## src/rtl/myPkg.sv

```systemverilog
// Shared types and defaults for the push-button front end.
// The state enum and timing defaults are shared by any pin-input block built on it.
package myPkg;

    typedef enum logic [1:0] {
        IDLE        = 2'd0,
        HOLD_DELAY  = 2'd1,
        HOLD_REPEAT = 2'd2
    } btn_state_e;

    localparam int unsigned BTN_DEBOUNCE_CYCLES = 1_000_000;
    localparam int unsigned BTN_REPEAT_DELAY    = 25_000_000;
    localparam int unsigned BTN_REPEAT_RATE     = 5_000_000;

    function automatic int unsigned max_u(input int unsigned a, input int unsigned b);
        return (a > b) ? a : b;
    endfunction

endpackage

```

## src/rtl/btn_sync.sv

```systemverilog
// Generic 2-flop synchroniser for an asynchronous pin; flops reset to RESET_VAL.
// Latency 2 cycles; no backpressure (free-running sampler).
module btn_sync #(
    parameter int unsigned           WIDTH     = 1,
    parameter logic [WIDTH-1:0]      RESET_VAL = '1
) (
    input  logic             clk,
    input  logic             rst_n,
    input  logic [WIDTH-1:0] d_i,
    output logic [WIDTH-1:0] q_o
);

    logic [WIDTH-1:0] meta_q;
    logic [WIDTH-1:0] sync_q;

    always_ff @(posedge clk or negedge rst_n) begin
        if (!rst_n) begin
            meta_q <= RESET_VAL;
            sync_q <= RESET_VAL;
        end else begin
            meta_q <= d_i;
            sync_q <= meta_q;
        end
    end

    assign q_o = sync_q;

endmodule

```

## src/rtl/btn_debounce.sv

```systemverilog
// Active-low button front end: sync, debounce, press/auto-repeat/release pulses.
// Press appears DEBOUNCE_CYCLES+2 cycles after the pin settles; outputs registered, no backpressure.
module btn_debounce
    import myPkg::*;
#(
    parameter int unsigned DEBOUNCE_CYCLES = BTN_DEBOUNCE_CYCLES,
    parameter int unsigned REPEAT_DELAY    = BTN_REPEAT_DELAY,
    parameter int unsigned REPEAT_RATE     = BTN_REPEAT_RATE
) (
    input  logic clk,
    input  logic rst_n,
    input  logic btn_n_i,
    output logic pressed_o,
    output logic press_o,
    output logic rep_o,
    output logic release_o,
    output logic step_o
);

    localparam int unsigned RPT_MAX = max_u(REPEAT_DELAY, REPEAT_RATE);
    localparam int          DB_W    = $clog2(DEBOUNCE_CYCLES);
    localparam int          RPT_W   = $clog2(RPT_MAX + 1);

    localparam logic [DB_W-1:0]  DB_LAST    = DB_W'(DEBOUNCE_CYCLES - 1);
    localparam logic [RPT_W-1:0] DELAY_LAST = RPT_W'(REPEAT_DELAY - 1);
    localparam logic [RPT_W-1:0] RATE_LAST  = RPT_W'(REPEAT_RATE - 1);
    localparam logic [RPT_W-1:0] RPT_SAT    = RPT_W'(RPT_MAX);

    logic             btn_n_sync;
    logic             stable_q, stable_d;   // pin polarity: 1 = released
    logic [DB_W-1:0]  db_cnt_q, db_cnt_d;
    logic             accept;
    btn_state_e       state_q, state_d;
    logic [RPT_W-1:0] rpt_cnt_q, rpt_cnt_d;
    logic             press_q, press_d;
    logic             rep_q, rep_d;
    logic             release_q, release_d;
    logic             step_q;

    btn_sync #(
        .WIDTH     (1),
        .RESET_VAL (1'b1)
    ) u_sync (
        .clk   (clk),
        .rst_n (rst_n),
        .d_i   (btn_n_i),
        .q_o   (btn_n_sync)
    );

    // The accepting edge both flips the stable level and drives the FSM, so press lands one cycle earlier.
    always_comb begin
        accept   = 1'b0;
        stable_d = stable_q;
        db_cnt_d = '0;
        if (btn_n_sync != stable_q) begin
            if (db_cnt_q == DB_LAST) begin
                accept   = 1'b1;
                stable_d = btn_n_sync;
            end else begin
                db_cnt_d = db_cnt_q + DB_W'(1);
            end
        end
    end

    always_comb begin
        state_d   = state_q;
        rpt_cnt_d = rpt_cnt_q;
        press_d   = 1'b0;
        rep_d     = 1'b0;
        release_d = 1'b0;
        unique case (state_q)
            IDLE: begin
                if (accept) begin
                    state_d   = HOLD_DELAY;
                    press_d   = 1'b1;
                    rpt_cnt_d = '0;
                end
            end
            HOLD_DELAY, HOLD_REPEAT: begin
                // A release accepted on an expiring count suppresses that repeat.
                if (accept) begin
                    state_d   = IDLE;
                    release_d = 1'b1;
                    rpt_cnt_d = '0;
                end else if (rpt_cnt_q == ((state_q == HOLD_DELAY) ? DELAY_LAST : RATE_LAST)) begin
                    state_d   = HOLD_REPEAT;
                    rep_d     = 1'b1;
                    rpt_cnt_d = '0;
                end else if (rpt_cnt_q != RPT_SAT) begin
                    rpt_cnt_d = rpt_cnt_q + RPT_W'(1);
                end
            end
            default: begin
                state_d   = IDLE;
                rpt_cnt_d = '0;
            end
        endcase
    end

    always_ff @(posedge clk or negedge rst_n) begin
        if (!rst_n) begin
            stable_q  <= 1'b1;
            db_cnt_q  <= '0;
            state_q   <= IDLE;
            rpt_cnt_q <= '0;
            press_q   <= 1'b0;
            rep_q     <= 1'b0;
            release_q <= 1'b0;
            step_q    <= 1'b0;
        end else begin
            stable_q  <= stable_d;
            db_cnt_q  <= db_cnt_d;
            state_q   <= state_d;
            rpt_cnt_q <= rpt_cnt_d;
            press_q   <= press_d;
            rep_q     <= rep_d;
            release_q <= release_d;
            step_q    <= press_d | rep_d;
        end
    end

    assign pressed_o = (state_q != IDLE);
    assign press_o   = press_q;
    assign rep_o     = rep_q;
    assign release_o = release_q;
    assign step_o    = step_q;

endmodule

```

## config.mk

```make
export PLATFORM = sky130hd
export DESIGN_NAME = btn_debounce
export DESIGN_NICKNAME = d
export VERILOG_FILES = /design/src/rtl/myPkg.sv /design/src/rtl/btn_sync.sv /design/src/rtl/btn_debounce.sv
export SDC_FILE = /design/constraint.sdc
export NUM_CORES = 1
export LEC_CHECK = 0
export CORE_MARGIN = 8
export CORE_UTILIZATION = 61
export CTS_CLUSTER_DIAMETER = 150
export CTS_CLUSTER_SIZE = 12
export DETAILED_ROUTE_END_ITERATION = 10
export GPL_TIMING_DRIVEN = 0
export PLACE_DENSITY = 0.84
export RECOVER_POWER = 25
export SLEW_MARGIN = 20
export SYNTH_ARGS = -nofsm -noshare
export SYNTH_HDL_FRONTEND = slang
export SYNTH_HIERARCHICAL = 1
export SYNTH_SLANG_ARGS = --single-unit
export TNS_END_PERCENT = 100
```

## constraint.sdc

```tcl
create_clock -name clk -period 2.28 [get_ports clk]
set_input_delay 0.228 -clock clk [delete_from_list [all_inputs] [get_ports clk]]
set_output_delay 0.228 -clock clk [all_outputs]
set_load 0.02 [all_outputs]
```

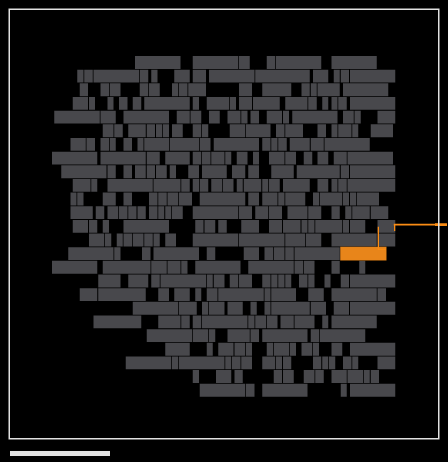
(run_1/port_trees.png)
The bar under the picture is 20 microns long.
[`press_o`] orange | bits: 1 | direction: output | end cells: 1 | buffers: 1 | wire: 15.5 microns
port bufs: 7
number of I/O pins: 8

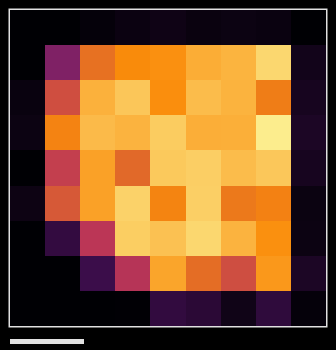
(run_1/util_map.png)
The bar under the picture is 20 microns long. 9 x 9 tiles, from black (low) to pale yellow (high), 0 to 100% covered.
emptiest ninth of the die: south-west
nearly empty tiles: 17%
densest ninth of the die: centre
tiles over 75% full: 37%
Util after Layout: 72.11%
core region area: 4661 sq um
Initial Utilization: 62.77%

==> reports/metrics.yaml, run 1 <==
crit_slowest_cell: "dfrtp_1"
critPathCaptureType: "register"
status: "completed"
rsz0062_at_grt: "yes"
edf_count: 0
cp_top_family: "simple AND/OR/NAND/NOR gates"
topCellsByArea: "dfrtp_1 44%, nand3_1 4.8%, nand2_1 4.1%"
drive_above_1_share_pct: 16.72
tightest_slew_ps: 1327
cts.clk_slew.worst_paths_ps: 100
logic_family: "simple AND/OR/NAND/NOR gates"
inverters: 18
fillCellCount: 322
adder_share_pct: 2.566
hpwl_mm: 4.464
final-clk-cell-share_pct: 3.462
nonClkBufAreaFrac_pct: 5.138
power_leader: "sequential cells"
fin_nets: 349
most_common_cell: "dfrtp_1"
cap_violations: 0
seq_share_pct: 40.36
rows: 25
grt_max_degree: 55
taps: 54
use_met3_pct: 3.764
fin_setup_tns_ps: 0
met1Wirelength_mm: 3.152
powerClk_mw: 0.677
finalHoldViolations: 0
drt_pass1_iterations: 5
antenna_found_initial: 0
aoi_share_pct: 13.82
p_sw_mw: 0.3512
clock_skew_ps: 3.797
largestClassByArea: "combinational gates"
yosysTopAreaCell: "dfrtp_1"
p_seq_mw: 0.969
highest_layer: "met4"
postCtsSetupRepairBufs: 0
maxSlewViolCount: 0
finalCriticalPeriod_ps: 2265
reg_top3: "rpt_cnt_q (25), db_cnt_q (20), state_q (2)"
mux_share_pct: 1.069
setup_viol: 0
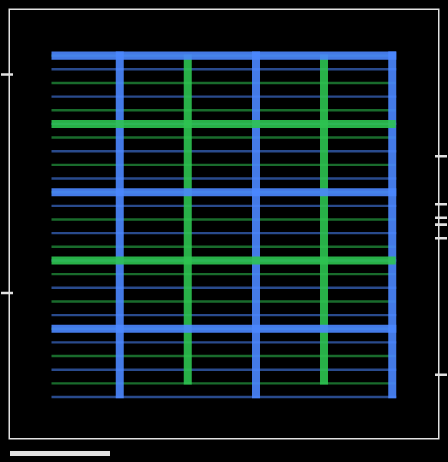
(run_1/floorplan.png)
The bar under the picture is 20 microns long. Pins as bars on the die edge.
[VDD] green
[VSS] blue
signal pins: 8
met1 rails: 26
met5 straps: 5
worst IR drop on VDD: 0.0004100 V
die width: 85.25 microns
Vert. Die Dim: 85.25 microns

run 1: path summary, 6_finish.rpt:
kind / startpoint / to / slack (ps) / cells after the start
min in group asynchronous: rst_n / db_cnt_q[18]$_DFF_PN0_ / 740 / 2
max reg2reg: rpt_cnt_q[10]$_DFFE_PN0P_ / rpt_cnt_q[20]$_DFFE_PN0P_ / 10 / 7
max: rpt_cnt_q[10]$_DFFE_PN0P_ / rpt_cnt_q[20]$_DFFE_PN0P_ / 10 / 7
min: u_sync/meta_q$_DFF_PN1_ / u_sync/q_o$_DFF_PN1_ / 370 / 0
max in group asynchronous: rst_n / state_q[0]$_DFFE_PN0P_ / 660 / 2
min reg2reg: u_sync/meta_q$_DFF_PN1_ / u_sync/q_o$_DFF_PN1_ / 370 / 0
==> run_1/class_map.png <==
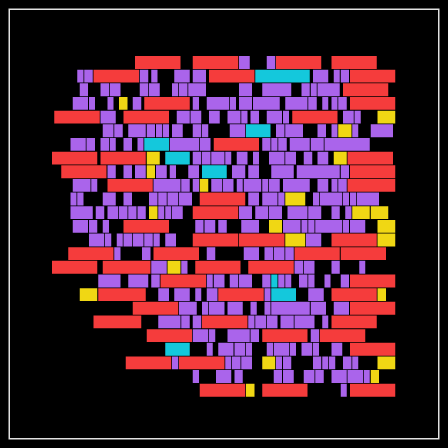

==> run 2, diff against run 1 <==
--- a/config.mk
+++ b/config.mk
@@ -14,4 +14,5 @@
 export PLACE_DENSITY = 0.84
 export RECOVER_POWER = 25
+export SKIP_LAST_GASP = 1
 export SLEW_MARGIN = 20
 export SYNTH_ARGS = -nofsm -noshare
==> constraint.sdc (replaced) <==
create_clock -name clk -period 2.28 [get_ports clk]
set_input_delay 0.342 -clock clk [delete_from_list [all_inputs] [get_ports clk]]
set_output_delay 0.342 -clock clk [all_outputs]
set_load 0.02 [all_outputs]
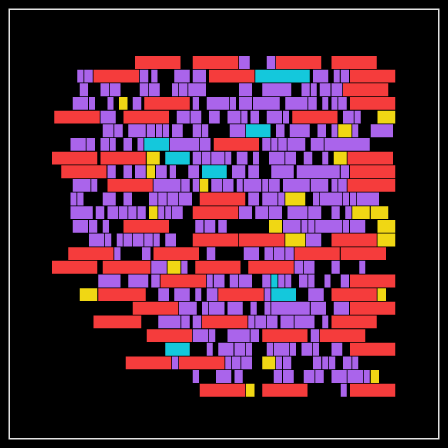
(run_2/class_map.png)
[remaining buffers and delay cells] yellow | cells: 21
[registers] red | cells: 54
[clock drivers and dummy loads] cyan | cells: 8
[remaining logic cells] purple | cells: 257
Util after Layout: 71.70%
row cnt: 25
Seq area share: 40.58%
fin area: 3342 sq um

==> reports/metrics.yaml, run 2 <==
ir_worst_vdd_v: 0.0004058
critPathCaptureType: "register"
die_width_microns: 85.25
hpwl_mm: 4.464
most_common_cell: "dfrtp_1"
status: "completed"
powerClk_mw: 0.667
cp_top_family: "simple AND/OR/NAND/NOR gates"
mux_share_pct: 1.069
highest_layer: "met4"
clock_skew_ps: 9.349
reg_top3: "rpt_cnt_q (25), db_cnt_q (20), state_q (2)"
use_met3_pct: 3.861
cap_violations: 0
ios: 8
met1Wirelength_mm: 3.046
adder_share_pct: 2.566
p_seq_mw: 0.969
fp_util_pct: 62.77
die_h_microns: 85.25
crit_cells: 7
coreArea_sq_um: 4661
cts.clk_slew.worst_paths_ps: 100
logic_family: "simple AND/OR/NAND/NOR gates"
p_sw_mw: 0.3414
r2r_start: "rpt_cnt_q[17]$_DFFE_PN0P_"
drive_above_1_share_pct: 16.18
==> run 2: layout make-up <==
class / count / area (sq um)
multi-input combinational: 239 / 1572
sequential: 54 / 1356
fill: 323 / 1319
timing repair buffer: 13 / 107.6
clock buffer: 7 / 86.33
inverter: 18 / 67.56
tap: 54 / 67.56
buffer: 8 / 55.05
clock inverter: 1 / 30.03
==> run 2: kinds of logic after synthesis <==
logic type / count (synthesis)
flip-flops: 54
XOR/XNOR: 14
AND/OR/NAND/NOR: 153
adder cells (fa/ha/maj): 6
buffers and inverters: 26
AND-OR/OR-AND: 63
multiplexers: 3
==> run 2: repair_timing <==
item | 4_1_cts | 5_1_grt
resized | 6 | 27
setup endpoints to repair | 34 | 37
buffers inserted | 0 | 4
gates cloned | 0 | 2
pin swaps | 1 | 9
==> run_2/util_map.png <==
The bar under the picture is 20 microns long. 9 x 9 tiles, from black (low) to pale yellow (high), 0 to 100% covered.
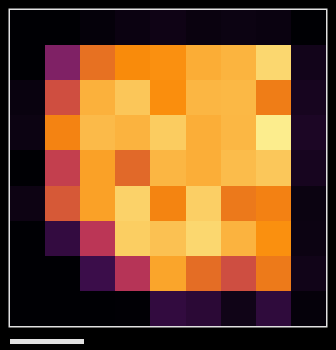

==> run 3, diff against run 2 <==
Settings changed: RECOVER_POWER 25 to not set.
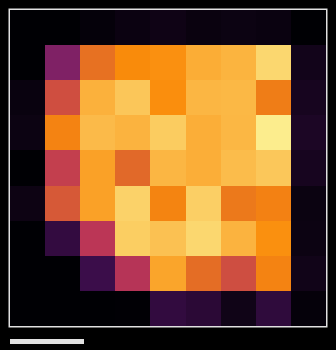
(run_3/util_map.png)
The bar under the picture is 20 microns long. 9 x 9 tiles, from black (low) to pale yellow (high), 0 to 100% covered.
mean over tiles: 45%
tiles over 75% full: 36%
fullest tile: 96%
Util after Layout: 71.76%

==> reports/metrics.yaml, run 3 <==
mux_share_pct: 1.069
fin_setup_tns_ps: 0
ios: 8
seq_share_pct: 40.55
comb_cells: 239
r2r_start: "rpt_cnt_q[17]$_DFFE_PN0P_"
flops: 54
tightest_slew_ps: 676.2
met1Wirelength_mm: 3.060
crit_slowest_cell: "dfrtp_1"
grt_max_degree: 55
flop_area_sq_um: 1356
aoi_share_pct: 13.82
hpwl_mm: 4.464
yosysTopAreaCell: "dfrtp_1"
rows: 25
logic_family: "simple AND/OR/NAND/NOR gates"
final-clk-cell-share_pct: 3.479
maxSlewViolCount: 0
ir_worst_vdd_v: 0.0004058
status: "completed"
drive_above_1_share_pct: 16.18
fillCellCount: 322
fp_util_pct: 62.77
adder_share_pct: 2.566
setup_viol: 0
finalCriticalPeriod_ps: 2243
inverters: 18
fin_area_sq_um: 3344
topCellsByArea: "dfrtp_1 44%, nand3_1 4.8%, nand2_1 4.1%"
final-comb-area_sq_um: 1572
cts.clk_slew.worst_paths_ps: 100
non_clock_buffer_count: 21
clock_skew_ps: 9.402
==> run 3: path summary, 6_finish.rpt <==
| path | cells after the start | end |
|---|---|---|
| setup / recovery | 7 | rpt_cnt_q[20]$_DFFE_PN0P_ |
| hold / removal | 1 | db_cnt_q[18]$_DFF_PN0_ |
| setup reg to reg | 7 | rpt_cnt_q[20]$_DFFE_PN0P_ |
| hold reg to reg | 0 | u_sync/q_o$_DFF_PN1_ |
| max in group asynchronous | 1 | state_q[0]$_DFFE_PN0P_ |
| min in group clk | 0 | u_sync/q_o$_DFF_PN1_ |
==> run 3: power breakdown <==
group          internal (mW)  total [mW]  switching [mW]
clock network          0.358       0.667           0.309
logic                0.00911      0.0373          0.0282
registers              0.965       0.969         0.00476
total                   1.33        1.67           0.342
Power and IR drop assume default switching activity.
